--- config.mk ---
export PLATFORM = sky130hd
export DESIGN_NAME = pc_sequencer
export DESIGN_NICKNAME = d
export VERILOG_FILES = /design/src/rtl/pc_pkg.sv /design/src/rtl/adder.sv /design/src/rtl/pc_sequencer.sv
export SDC_FILE = /design/constraint.sdc
export NUM_CORES = 1
export LEC_CHECK = 0
export CORE_UTILIZATION = 47
export DETAILED_ROUTE_END_ITERATION = 16
export PLACE_DENSITY_LB_ADDON = 0.15
export SYNTH_ARGS = -nofsm -noshare
export SYNTH_HDL_FRONTEND = slang
export SYNTH_SLANG_ARGS = --single-unit
--- constraint.sdc ---
create_clock -name CLK -period 3.8 [get_ports CLK]
set_input_delay 1.14 -clock CLK [delete_from_list [all_inputs] [get_ports CLK]]
set_output_delay 1.14 -clock CLK [all_outputs]
set_load 0.01 [all_outputs]
--- src/rtl/pc_pkg.sv ---
// rtl/pc_pkg.sv - shared encodings for the program-counter stage
package pc_pkg;

  typedef enum logic [1:0] {
    PC_SEQ = 2'b00,
    PC_BR  = 2'b01,
    PC_J   = 2'b10,
    PC_JR  = 2'b11
  } pc_src_e;

  typedef enum logic [1:0] {
    S_BOOT  = 2'b00,
    S_RUN   = 2'b01,
    S_HALT  = 2'b10,
    S_FAULT = 2'b11
  } pc_state_e;

  localparam logic [31:0] ALIGN_MASK = 32'h0000_0003;

endpackage

--- src/rtl/adder.sv ---
// rtl/adder.sv - plain modulo-2^W adder used for PC arithmetic
module adder #(
  parameter int W = 32
) (
  input  logic [W-1:0] a,
  input  logic [W-1:0] b,
  output logic [W-1:0] sum
);

  assign sum = a + b;

endmodule

--- src/rtl/pc_sequencer.sv ---
// rtl/pc_sequencer.sv - PC register, next-PC select, boot/run/halt/fault FSM, retire counter
module pc_sequencer
  import pc_pkg::*;
#(
  parameter logic [31:0] RESET_VECTOR = 32'h0000_0000,
  parameter int          CNT_W        = 32
) (
  input  logic             CLK,
  input  logic             Reset_n,
  input  logic             Stall,
  input  logic             imem_ready,
  input  logic [1:0]       PCSrc,
  input  logic             Branch_Taken,
  input  logic [31:0]      Imm32,
  input  logic [25:0]      JumpIdx,
  input  logic [31:0]      RegTarget,
  input  logic             Halt,
  output logic [31:0]      PC,
  output logic [31:0]      PC_plus4,
  output logic             fetch_valid,
  output logic             halted,
  output logic             misalign_err,
  output logic [CNT_W-1:0] inst_count
);

  pc_state_e        state_q, state_d;
  logic [31:0]      pc_q, pc_d;
  logic [CNT_W-1:0] cnt_q, cnt_d;
  logic [31:0]      pc_plus4;
  logic [31:0]      br_target;
  logic [31:0]      next_pc;
  logic             advance;
  logic             jr_misaligned;

  adder #(.W(32)) u_inc (
    .a   (pc_q),
    .b   (32'd4),
    .sum (pc_plus4)
  );

  adder #(.W(32)) u_br (
    .a   (pc_plus4),
    .b   (Imm32 << 2),
    .sum (br_target)
  );

  assign advance       = (state_q == S_RUN) && imem_ready && !Stall;
  assign jr_misaligned = (PCSrc == PC_JR) && ((RegTarget & ALIGN_MASK) != 32'd0);

  always_comb begin
    next_pc = pc_plus4;
    case (PCSrc)
      PC_SEQ:  next_pc = pc_plus4;
      PC_BR:   next_pc = Branch_Taken ? br_target : pc_plus4;
      PC_J:    next_pc = {pc_plus4[31:28], JumpIdx, 2'b00};
      PC_JR:   next_pc = RegTarget;
      default: next_pc = pc_plus4;
    endcase
  end

  // A halt or faulting jr freezes PC at the offending instruction for debug.
  always_comb begin
    state_d = state_q;
    pc_d    = pc_q;
    cnt_d   = cnt_q;
    case (state_q)
      S_BOOT: state_d = S_RUN;
      S_RUN: begin
        if (advance) begin
          if (Halt) begin
            state_d = S_HALT;
            cnt_d   = cnt_q + {{(CNT_W-1){1'b0}}, 1'b1};
          end else if (jr_misaligned) begin
            state_d = S_FAULT;
          end else begin
            pc_d  = next_pc;
            cnt_d = cnt_q + {{(CNT_W-1){1'b0}}, 1'b1};
          end
        end
      end
      default: state_d = state_q;
    endcase
  end

  always_ff @(posedge CLK or negedge Reset_n) begin
    if (!Reset_n) begin
      state_q <= S_BOOT;
      pc_q    <= RESET_VECTOR;
      cnt_q   <= '0;
    end else begin
      state_q <= state_d;
      pc_q    <= pc_d;
      cnt_q   <= cnt_d;
    end
  end

  assign PC           = pc_q;
  assign PC_plus4     = pc_plus4;
  assign fetch_valid  = (state_q == S_RUN);
  assign halted       = (state_q == S_HALT);
  assign misalign_err = (state_q == S_FAULT);
  assign inst_count   = cnt_q;

endmodule

placement.png
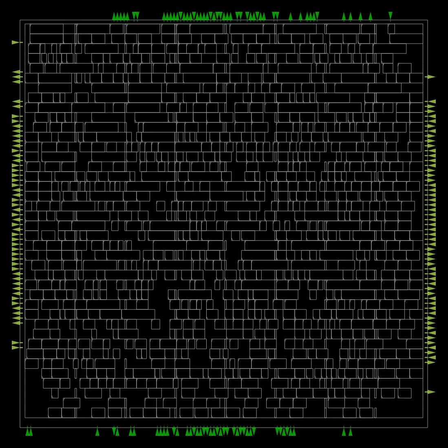
# fillers: 911
Core Region: 12000 um^2
Flop Count: 66

io_fan.png
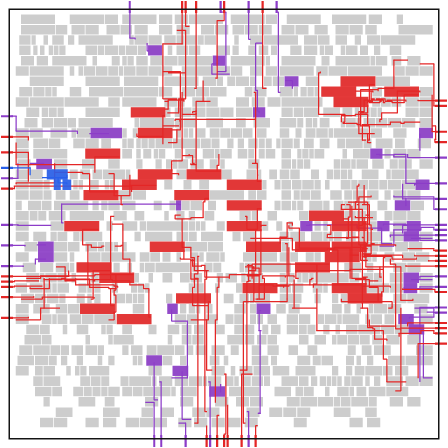
| port | color | bits | direction | edge | end cells | buffers | wire |
|---|---|---|---|---|---|---|---|
| Halt | blue | 1 | input | west | 3 | 1 | 17.8 um |
| PC | red | 32 | output | 13 east, 8 west, 6 south, 5 north | 32 | 45 | 2130 um |
| JumpIdx | purple | 26 | input | 12 east, 5 west, 5 south, 4 north | 26 | 26 | 572 um |

io_placement.png
Pins as bars across the die edge, other pins in gray.
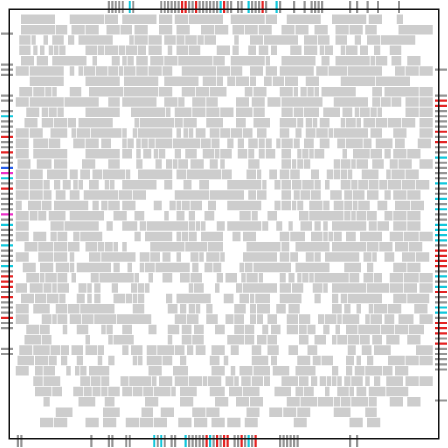
| port | color | pins | direction | edge |
|---|---|---|---|---|
| PCSrc | magenta | 2 | input | west |
| Halt | blue | 1 | input | west |
| PC | red | 32 | output | 13 east, 8 west, 6 south, 5 north |
| JumpIdx | cyan | 26 | input | 12 east, 5 west, 5 south, 4 north |
all pins by edge: 56 east, 51 west, 49 north, 41 south

## layout make-up
class | instances | area share, %
multi-input cells | 565 | 45.8
inverters | 16 | 0.679
clock inverters | 5 | 0.877
flip-flops and latches | 66 | 18.7
well taps | 147 | 2.08
repair buffers | 277 | 29.1
clock buffers | 11 | 2.75
## worst max-delay path: stages (launching register included)
cell             delay [ps]
dfrtp_1                 350
nand4_1                 190
buf_4                   210
nor4_1                  160
buf_4                   180
nand3_2                 160
nor2_2                  160
xor2_1                  200
buf_4                   150
clkdlybuf4s50_1         540
## flip-flops by register name, indices dropped and copies added (netlist names)
| register | count |
|---|---|
| state_q | 2 |
| inst_count | 32 |
| PC | 32 |
## final timing paths
check / start / endpoint / slack [ps] / depth (start not counted)
max in group asynchronous: Reset_n / PC[6] / 2500 / 2
worst max register to register: PC[12] / PC[31] / 120 / 16
worst min register to register: inst_count[31] / inst_count[31] / 480 / 1
worst min-delay path: inst_count[31] / inst_count[31] / 480 / 1
min in group asynchronous: Reset_n / inst_count[31] / 600 / 1
worst max-delay path: PC[10] / PC_plus4[28] / 20 / 9
## kinds of logic after synthesis
kind of cell               Yosys count  synth area share [%]
adders and majority gates           38                  8.40
DFF                                 66                  28.7
muxes                               22                  4.33
xor gates and xnor gates            80                  12.4
buffers and inverters               49                  3.48
AOI/OAI and AO/OA                  194                  22.3
and+or+nand+nor                    231                  20.3
## repair_timing
item,in CTS,in global routing
endpoints found under the setup margin,10,27
gates resized,7,28
pin swaps,3,6
buffers inserted,6,2
## through the flow
step,hold slack (ps),util (%)
after CTS,492,72.6
after global placement,462,69.4
after floorplan,488,-
final,478,73.9
after detailed placement,485,69.4
after global routing,505,73.9
## metal layers
metal	wire length (um)	global-route usage (%)	vias to the layer above
li1	-	-	3004
met1	8540	41.8	3068
met2	9480	50.4	292
met3	1570	7.99	41
met4	461	11.8	0
met5	0	0	-
## power by group
part	switching, W	leakage (nW)	total (W)	internal (W)
registers	0.000208	0.853	0.00106	0.000849
clock network	0.000314	0.156	0.000904	0.000590
logic	0.00151	2.86	0.00313	0.00162
total	0.00204	3.87	0.00510	0.00306
## Yosys cell counts, types with 3 or more instances
master	count
and4_1	7
nor2b_1	13
a21o_1	15
a221o_1	3
o31ai_1	3
o21ai_0	41
dfrtp_1	66
a31oi_1	9
nand2_1	66
clkbuf_1	24
xor2_1	26
xnor2_1	52
buf_2	3
inv_1	16
mux2i_1	8
nand2b_1	6
nand4_1	15
a221oi_1	5
nand3_1	31
o221ai_1	11
a211oi_1	5
a22oi_1	5
and2_1	6
o21a_1	6
o21bai_1	4
mux2_2	13
nor2_1	48
o31a_1	4
and3_1	17
buf_4	3
nor3_1	9
o22ai_1	5
ha_1	37
a21oi_1	48
o211ai_1	8
==> qor.csv <==
metric,value,unit
outcome,"finished, final reports clean",
total_power,0.00510,W
yosysTopAreaCell,dfrtp_1,
cp.required,2660,ps
synthesis.instances,680,
numSynthFlops,66,
ys_cells,680,
most-common-layout-cells,"clkdlybuf4s50_1 (184), buf_4 (82), dfrtp_1 (66), nand2_1 (66), nor2_1 (46)",
hpwl,15.2,mm
setup_slack,16.9,ps
arrival,2640,ps
clock_sink_count,66,
dieHeight,113,um
synth-async-reset-ratio,100,%
path_class,flop to output port,
setup-violations-final,0,
flop_cell,dfrtp_1,
gp_congestion,0.930,
first_pass_iters,5,
numCtsBuffers,9,
wirelength,20.1,mm
cts_htree_levels,3,
maxCapViolCount,0,
synth_top_area_share,28.7,%
placed_cell_area,8300,um^2
cts.clk_slew.worst_paths,50,ps
antennaDiodeCount,0,
grt-ovfl-total,0,
drive_gt1_share,16.3,%
worst_pin_slew,812,ps
No activity file was given, so power comes from the tool's default toggle rates.
